**Run 1: clock distribution**

(3 px per µm)
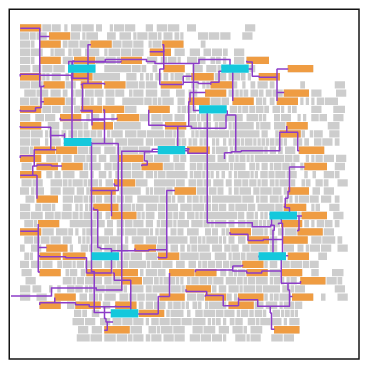
**Run 1: sequential cells colored by netlist name**

(2 px per µm)
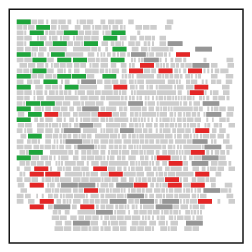
**Run 1: met3 routing**

(2 px per µm) Cells faint in the background.
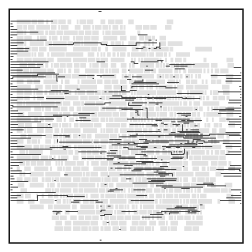
**Run 1: wiring by layer**

(2 px per µm)
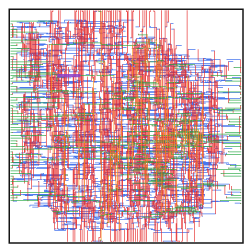
<file path="src/rtl/if_stage.sv">
// Instruction fetch stage: owns the PC, drives a single-beat instruction bus and the IF register.
// Optional 1-entry skid buffer for acks that land during a stall: define IF_SKID_BUF_EN.
module if_stage #(
  parameter int unsigned       ADDR_W   = 30,
  parameter int unsigned       DATA_W   = 32,
  parameter logic [ADDR_W-1:0] RESET_PC = '0,
  parameter logic [DATA_W-1:0] NOP_INSN = '0
) (
  input  logic              clk,
  input  logic              rst,
  input  logic              stall,
  input  logic              flush,
  input  logic [ADDR_W-1:0] new_pc,
  input  logic              br_taken,
  input  logic [ADDR_W-1:0] br_addr,
  output logic              bus_req,
  output logic [ADDR_W-1:0] bus_addr,
  input  logic              bus_ack,
  input  logic [DATA_W-1:0] bus_rd_data,
  output logic              busy,
  output logic [ADDR_W-1:0] if_pc,
  output logic [DATA_W-1:0] if_insn,
  output logic              if_en
);

`ifdef IF_SKID_BUF_EN
  typedef enum logic [1:0] {
    S_BOOT  = 2'd0,
    S_FETCH = 2'd1,
    S_HELD  = 2'd2
  } state_t;
`else
  typedef enum logic [1:0] {
    S_BOOT  = 2'd0,
    S_FETCH = 2'd1
  } state_t;
`endif

  state_t              state_q, state_d;
  logic [ADDR_W-1:0]   pc_q, pc_d;
  logic [ADDR_W-1:0]   if_pc_q, if_pc_d;
  logic [DATA_W-1:0]   if_insn_q, if_insn_d;
  logic                if_en_q, if_en_d;
  logic [ADDR_W-1:0]   pc_inc;
  logic                ack_ok;

`ifdef IF_SKID_BUF_EN
  logic [DATA_W-1:0]   skid_q, skid_d;
`endif

  assign bus_req  = (state_q == S_FETCH);
  assign bus_addr = pc_q;
  assign busy     = bus_req & ~bus_ack;

  // An ack only counts against a live request; late acks in S_BOOT/S_HELD are ignored.
  assign ack_ok   = bus_req & bus_ack;
  assign pc_inc   = pc_q + ADDR_W'(1);

  assign if_pc    = if_pc_q;
  assign if_insn  = if_insn_q;
  assign if_en    = if_en_q;

  always_comb begin
    state_d   = state_q;
    pc_d      = pc_q;
    if_pc_d   = if_pc_q;
    if_insn_d = if_insn_q;
    if_en_d   = if_en_q;
`ifdef IF_SKID_BUF_EN
    skid_d    = skid_q;
`endif

    if (flush) begin
      // Leaving S_HELD is what empties the skid; if_pc deliberately holds.
      pc_d      = new_pc;
      if_en_d   = 1'b0;
      if_insn_d = NOP_INSN;
      state_d   = S_FETCH;
    end else begin
      if (state_q == S_BOOT) begin
        state_d = S_FETCH;
      end

      if (stall) begin
`ifdef IF_SKID_BUF_EN
        if (ack_ok) begin
          skid_d  = bus_rd_data;
          pc_d    = pc_inc;
          state_d = S_HELD;
        end
`endif
      end
`ifdef IF_SKID_BUF_EN
      else if (state_q == S_HELD) begin
        state_d = S_FETCH;
        if (br_taken) begin
          pc_d      = br_addr;
          if_en_d   = 1'b0;
          if_insn_d = NOP_INSN;
        end else begin
          // pc already advanced past the parked word, so it equals captured address + 1.
          if_pc_d   = pc_q;
          if_insn_d = skid_q;
          if_en_d   = 1'b1;
        end
      end
`endif
      else if (br_taken) begin
        pc_d      = br_addr;
        if_en_d   = 1'b0;
        if_insn_d = NOP_INSN;
      end else if (ack_ok) begin
        if_pc_d   = pc_inc;
        if_insn_d = bus_rd_data;
        if_en_d   = 1'b1;
        pc_d      = pc_inc;
      end else begin
        if_en_d   = 1'b0;
        if_insn_d = NOP_INSN;
      end
    end
  end

  always_ff @(posedge clk) begin
    if (rst) begin
      state_q   <= S_BOOT;
      pc_q      <= RESET_PC;
      if_pc_q   <= '0;
      if_insn_q <= NOP_INSN;
      if_en_q   <= 1'b0;
`ifdef IF_SKID_BUF_EN
      skid_q    <= NOP_INSN;
`endif
    end else begin
      state_q   <= state_d;
      pc_q      <= pc_d;
      if_pc_q   <= if_pc_d;
      if_insn_q <= if_insn_d;
      if_en_q   <= if_en_d;
`ifdef IF_SKID_BUF_EN
      skid_q    <= skid_d;
`endif
    end
  end

  // A waiting request keeps its address unless flush or a branch aborts it.
  a_addr_stable: assert property (@(posedge clk) disable iff (rst)
    (bus_req && !bus_ack && !flush && !br_taken) |=> $stable(bus_addr));

endmodule

</file>
<file path="config.mk">
export PLATFORM = sky130hd
export DESIGN_NAME = if_stage
export DESIGN_NICKNAME = d
export VERILOG_FILES = /design/src/rtl/if_stage.sv
export SDC_FILE = /design/constraint.sdc
export NUM_CORES = 1
export LEC_CHECK = 0
export ABC_AREA = 1
export CAP_MARGIN = 20
export CORE_MARGIN = 3
export CORE_UTILIZATION = 39
export CTS_CLUSTER_SIZE = 25
export DETAILED_ROUTE_END_ITERATION = 10
export GPL_ROUTABILITY_DRIVEN = 0
export PLACE_DENSITY_LB_ADDON = 0.3
export SLEW_MARGIN = 30
export SYNTH_ARGS = -nofsm -noshare
export SYNTH_HDL_FRONTEND = slang
export SYNTH_SLANG_ARGS = --single-unit
</file>
<file path="constraint.sdc">
create_clock -name clk -period 1.5 [get_ports clk]
set_clock_uncertainty 0.2 [all_clocks]
set_input_delay 0.3 -clock clk [delete_from_list [all_inputs] [get_ports clk]]
set_output_delay 0.3 -clock clk [all_outputs]
set_load 0.01 [all_outputs]
</file>
==> summary.txt, run 1 <==
DPL Wire Length - 12.2 mm
Worst Hold Path EP - if_insn[5]
DP Area - 0.00727 mm²
Sinks on Clock Net - 94
Worst hold path cell count - 2
Critical Path Source - bus_addr[0]
RSZ-0062 raised after global routing - true
XORs/XNORs by Area - 1.48%
Post-route setup TNS - -12.76 ns
Vias in the first global route - 5865
Buffers excl. clock - 312
Cell taking the most area after synthesis - dfxtp_1
Post-synthesis average cell area - 6.82 µm²
Max Buffers Root-to-Sink - 2
Post-route minimum period - 1.82 ns
Synth cell types - 30
Maximum VDD drop - 688 µV
Signal inverters - 64
Number of synthesized flops with an enable pin - 0
Total power - 6.35 mW
Post-Synthesis Cells - 693
Highest clock rate - 551 MHz
Via density - 5.71
Pre-CTS setup slack - -0.525 ns
#MultiIn Comb - 499
WP data required - 1.56 ns
TritonRoute pass-1 iters - 7
Setup crit end - if_pc[28]
Flop2flop setup slack - -0.32 ns
CTS Root Cell - clkbuf_16
Top cells, area - dfxtp_1, nand2_1, nor2_1, a21oi_1, nand3_1
Cells in synth_stat.txt - 693
Max FO, Critical Path - 5
R2R Path Start - bus_addr[0]
Initial DRC Count - 595
Init Core Util - 40.7%
# DRC - 0
Setup WS post-layout - -0.316 ns
Complex Gates by Area - 18.4%
Hold path start - if_insn[5]
Clk pin slew, worst setup/hold paths - 0.07 ns
Cell row count - 39
Hold_ws - 0.263 ns
Seq/total area - 21.4%
ANT nets after route - 0
Flop count - 94
Reg2reg end - if_pc[28]
Final instance area - 0.00921 mm²
CP max-delay cell - dfxtp_4
Most instantiated cells after synthesis - nand2_1, dfxtp_1, nor2_1, inv_1, a21oi_1
Core ar. - 0.0116 mm²
Hold buffers post-CTS - 0
Yosys Chip Area - 0.00473 mm²
Combinational share of cell area - 36.6%
Status - finished with violations
Max-area cell share - 39.8%
Pin count of the biggest net entering global routing - 39
Die outline width - 116 µm
Adder share - 0.265%
GRT overflow - 0
Initial antenna violation count - 1
Final Hold Viols - 0
Slew @ Worst Pin - 0.441 ns
# Max-Cap Violations - 0
Total die size - 0.0135 mm²
Commonest flop - dfxtp_1
Failing checks - negative setup slack
Post-synth seq share - 39.8%
Hold Path Class - reg2reg
Synth warnings - 0
Worst reg-to-reg path cell count - 10
Kind of critical path - reg2reg
# H-tree levels - 3
TritonCTS buffer count - 9
CTS tree - done
Synth Cell Area - 0.00473 mm²
Clock-cell share - 3.06%
Cell with the most instances after synthesis - nand2_1
Post-synthesis net count - 792
Simple-Gate Area Share - 30.5%
# setup viols final - 96
Ant diodes - 0
Tool warning count - 30
Mux share - 0%
Nets - 1079
Nature of the critical path endpoint - register
FILL cells - 668
Crit-path max cell delay - 0.38 ns
P&R area growth vs syn - 94.8%
P per Cell Area - 690 mW/mm²
-- 'clock distribution' (at the start) --
[orange] flip-flops | count: 94
[cyan] cells driving clock nets | count: 9
[purple] clock wires | length: 1320 µm
routed clock nets: 10
flops lie: widely spread
clk ins delay skew pair: 0.37 ns
clk pwr: 2.28 mW
clock share of power: 36.0%

-- 'sequential cells colored by netlist name' (at the start) --
| color | signal | flops |
|---|---|---|
| green | if_insn | 32 |
| red | if_pc | 30 |
Util after Layout: 79.3%
Reg area: 0.00197 mm²

-- 'met3 routing' (at the start) --
longest straight run: 39.8 µm
nets with wire on the layer: 239
main direction: horizontal
Vias: 6443
Post-Route WL: 23.3 mm
GR met3 Demand/Resource: 7.62%

-- 'wiring by layer' (at the start) --
| color | layer | wire length |
|---|---|---|
| green | met3 | 2390 µm |
| orange | met4 | 1460 µm |
| red | met2 | 11400 µm |
| blue | met1 | 8030 µm |
| purple | met5 | 10.1 µm |
gr usage total: 28.4%
detailed-route wire length per cell: 20.6 µm

run 1: cells by family (layout without fill, tap and decap cells):
group	count (synthesis)	in the layout
simple gates	348	348
compound gates	142	142
flops	94	94
fa+ha+maj	1	1
xor+xnor	8	8
buf+inv	100	392
run 1: routing by layer:
metal	part of all wire, %	global-route usage, %
met5	0.043	0
met4	6.3	12.9
met3	10	7.62
met2	49	48.5
met1	35	33.3
run 1: power by group:
group          leakage [nW]  switching, mW  internal [mW]
logic                  2.96          0.664          0.724
clock network         0.137           1.14           1.15
registers             0.782          0.108           2.57
run 1: cell usage in the layout, fill, tap and decap left out, types with 7 or more instances in the layout:
cell,netlist,layout
clkdlybuf4s15_1,0,32
a21oi_1,61,26
dlygate4sd2_1,0,23
dfxtp_1,94,64
inv_1,62,56
buf_16,0,7
nor2_2,6,16
nand3_1,55,27
a21oi_2,2,36
nand2_2,4,48
nor2_4,4,22
o211ai_1,31,31
clkbuf_16,0,12
clkbuf_2,0,17
nand2_1,184,110
dfxtp_4,0,22
buf_12,0,9
dfxtp_2,0,8
nor2_1,91,63
buf_6,0,50
buf_4,4,64
nand2_4,0,30
a22oi_1,26,20
nand3_2,0,26
buf_2,10,8
clkdlybuf4s50_1,0,93
run 1: sequential cells by signal, indices dropped and copies added (netlist names):
register,flops
if_insn,32
if_en,1
bus_addr,30
state_q,1
if_pc,30
run 1: critical path: cells and delay by family, from the launching register on:
family,cells,cell delay [ns]
AOI/OAI and AO/OA,1,0.11
adders and majority gates,1,0.18
and+or+nand+nor,6,0.72
buffers and inverters,2,0.11
DFF,1,0.38
run 1: what timing repair did:
action,4_1_cts,5_1_grt
gates resized,358,258
endpoints found under the setup margin,186,163
buffers inserted,21,19
pin swaps,39,50
gates cloned,8,5
endpoints found under the hold margin,0,0
**Run 1: track usage over the die**

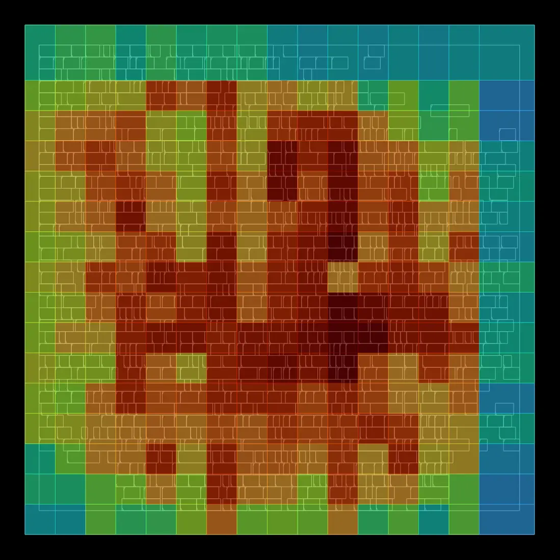

--- run 2 (diff from run 1) ---
Settings changed: ABC_AREA 1 to default, CORE_UTILIZATION 39 to 38, CTS_CLUSTER_DIAMETER from default to 150.
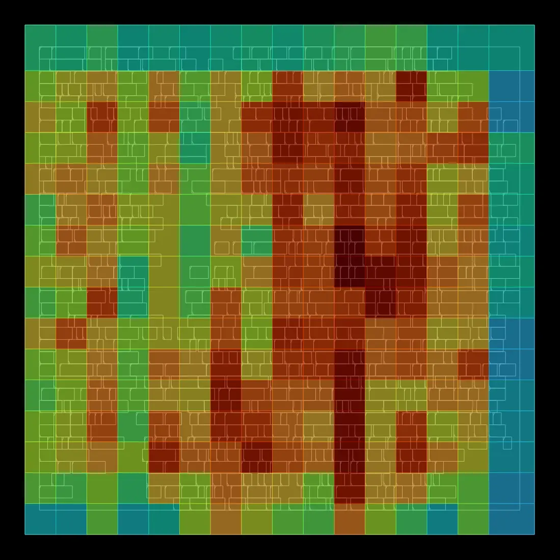
**Above:** run 2 (track usage over the die).
gr usage total: 28.4%
M1 GR Usage: 34.0%
met2 Use GR: 48.2%
detailed-route wire length per cell: 21.5 µm
GR met3 Demand/Resource: 7.69%

==> summary.txt, run 2 <==
Status - finished with violations
Failing checks - negative setup slack
Max FO, Critical Path - 7 (+2)
Initial antenna violation count - 1 (unchanged)
Internal power - 4.84 mW (+9.0%)
Post-synth seq share - 42.7% (+2.9 points)
Heaviest power group - registers
CP max-delay cell - dfxtp_2
P&R area growth vs syn - 90.3%
Reg area - 0.00194 mm² (-2.0%)
Post-synthesis net count - 608 (-23%)
Top cells, area - dfxtp_1, a22oi_1, nor2_1, a21oi_1, o21ai_0
# Max-Cap Violations - 0 (unchanged)
Vias in the first global route - 5560 (-5.2%)
Setup WS post-layout - -0.409 ns (-0.0921 ns)
Post-route setup TNS - -15.70 ns (-2.94 ns)
Init Core Util - 39.8% (-0.92 points)
# setup viols final - 70 (-27%)
Commonest flop - dfxtp_1
Final Hold Viols - 0 (unchanged)
ANT nets after route - 0 (unchanged)
Cell with the most instances after synthesis - dfxtp_1
Sequential share of power - 40.7% (-1.5 points)
Vias - 5556 (-14%)
Sinks on Clock Net - 94 (unchanged)
Max-area cell share - 42.7% (+2.9 points)
Cell taking the most area after synthesis - dfxtp_1
GRT overflow - 0 (unchanged)
Most frequent cells in the layout - clkdlybuf4s50_1, buf_4, dfxtp_1
Synth Cell Area - 0.00441 mm² (-6.8%)
Max Buffers Root-to-Sink - 2 (unchanged)
Pin count of the biggest net entering global routing - 34 (-13%)
Switching share of power - 25.9% (-4.1 points)
Yosys Chip Area - 0.00441 mm² (-6.8%)
Post-synthesis average cell area - 8.66 µm² (+27%)
Synth cell types - 60 (+100%)
TritonCTS buffer count - 9 (unchanged)
DPL Wire Length - 12.3 mm (+1.1%)
Comb pwr share - 20.6% (-1.3 points)
Nature of the critical path endpoint - register
Total power - 6.53 mW (+2.9%)
Core ar. - 0.0111 mm² (-4.6%)
Highest clock rate - 524 MHz (-4.8%)
Clk ins delay skew pair - 0.35 ns (-0.02 ns)
Kind of critical path - reg2reg
Ant diodes - 0 (unchanged)
Worst path bufs/invs - 1 (-1)
Hold buffers post-CTS - 0 (unchanged)
Cell row count - 38 (-2.6%)
Nets - 897 (-17%)
Total die size - 0.0129 mm² (-4.1%)
Initial DRC Count - 477 (-20%)
Hold Path Class - reg2reg
Clk pwr - 2.53 mW (+11%)
Most numerous logic cell after layout - clkdlybuf4s50_1
Slew @ Worst Pin - 0.388 ns (-0.0525 ns)
Post-Synthesis Cells - 509 (-27%)
# H-tree levels - 3 (unchanged)
Sw Pwr - 1.69 mW (-11%)
Cells in synth_stat.txt - 509 (-27%)
CTS Root Cell - clkbuf_16
Clk pin slew, worst setup/hold paths - 0.07 ns (about the same)
CTS tree - done
Util after Layout - 75.7% (-3.6 points)
Die outline width - 114 µm (-2.1%)
==> run 2: per-stage QoR <==
stage,hold WS (ns),cells,setup slack [ns],cell area [µm²]
global placement,0.267,892,-0.786,7180
detailed placement,0.271,892,-0.835,7180
global route,0.303,943,-0.438,8390
finish,0.279,943,-0.409,8390
floorplan,0.227,509,-0.417,4570
CTS,0.279,940,-0.333,8020
==> run 2: path summary, 6_finish.rpt <==
| kind | start | to | slack, ns | cells after the start |
|---|---|---|---|---|
| worst max-delay path | bus_addr[9] | if_pc[21] | -0.41 | 6 |
| worst min-delay path | if_pc[1] | if_pc[1] | 0.28 | 2 |
| worst max register to register | bus_addr[9] | if_pc[21] | -0.41 | 6 |
| worst min register to register | if_pc[1] | if_pc[1] | 0.28 | 2 |
==> run 2: logic make-up after synthesis <==
family,Yosys count,share of synthesized area [%]
mux,3,0.681
simple gates,173,20.0
compound gates,164,25.5
fa+ha+maj,1,0.284
buf+inv,47,5.08
xor+xnor,27,5.71
flops,94,42.7
==> run 2: repair_timing <==
action	4_1_cts	5_1_grt
pin swaps	40	34
endpoints found under the setup margin	188	117
setup buffers	28	14
gates resized	302	100
cloned	5	3
==> run 2: cell type report <==
cell class / count / share of cell area (%)
Tap cell: 140 / 2.09
Inverter: 4 / 0.179
Timing Repair Buffer: 320 / 36.5
Clock buffer: 14 / 3.52
Clock inverter: 2 / 0.418
Multi-Input combinational cell: 369 / 34.3
Sequential cell: 94 / 23.1
==> run 2: metal layers <==
metal / vias to the layer above / share of wire, % / routed length, µm / GRT usage, %
met1: 2640 / 37 / 7440 / 34.0
met2: 401 / 48 / 9790 / 48.2
met5: - / 0.034 / 7 / 0
met3: 81 / 11 / 2230 / 7.69
li1: 2432 / - / - / -
met4: 2 / 4.2 / 846 / 11.9
Power and IR drop assume default switching activity.
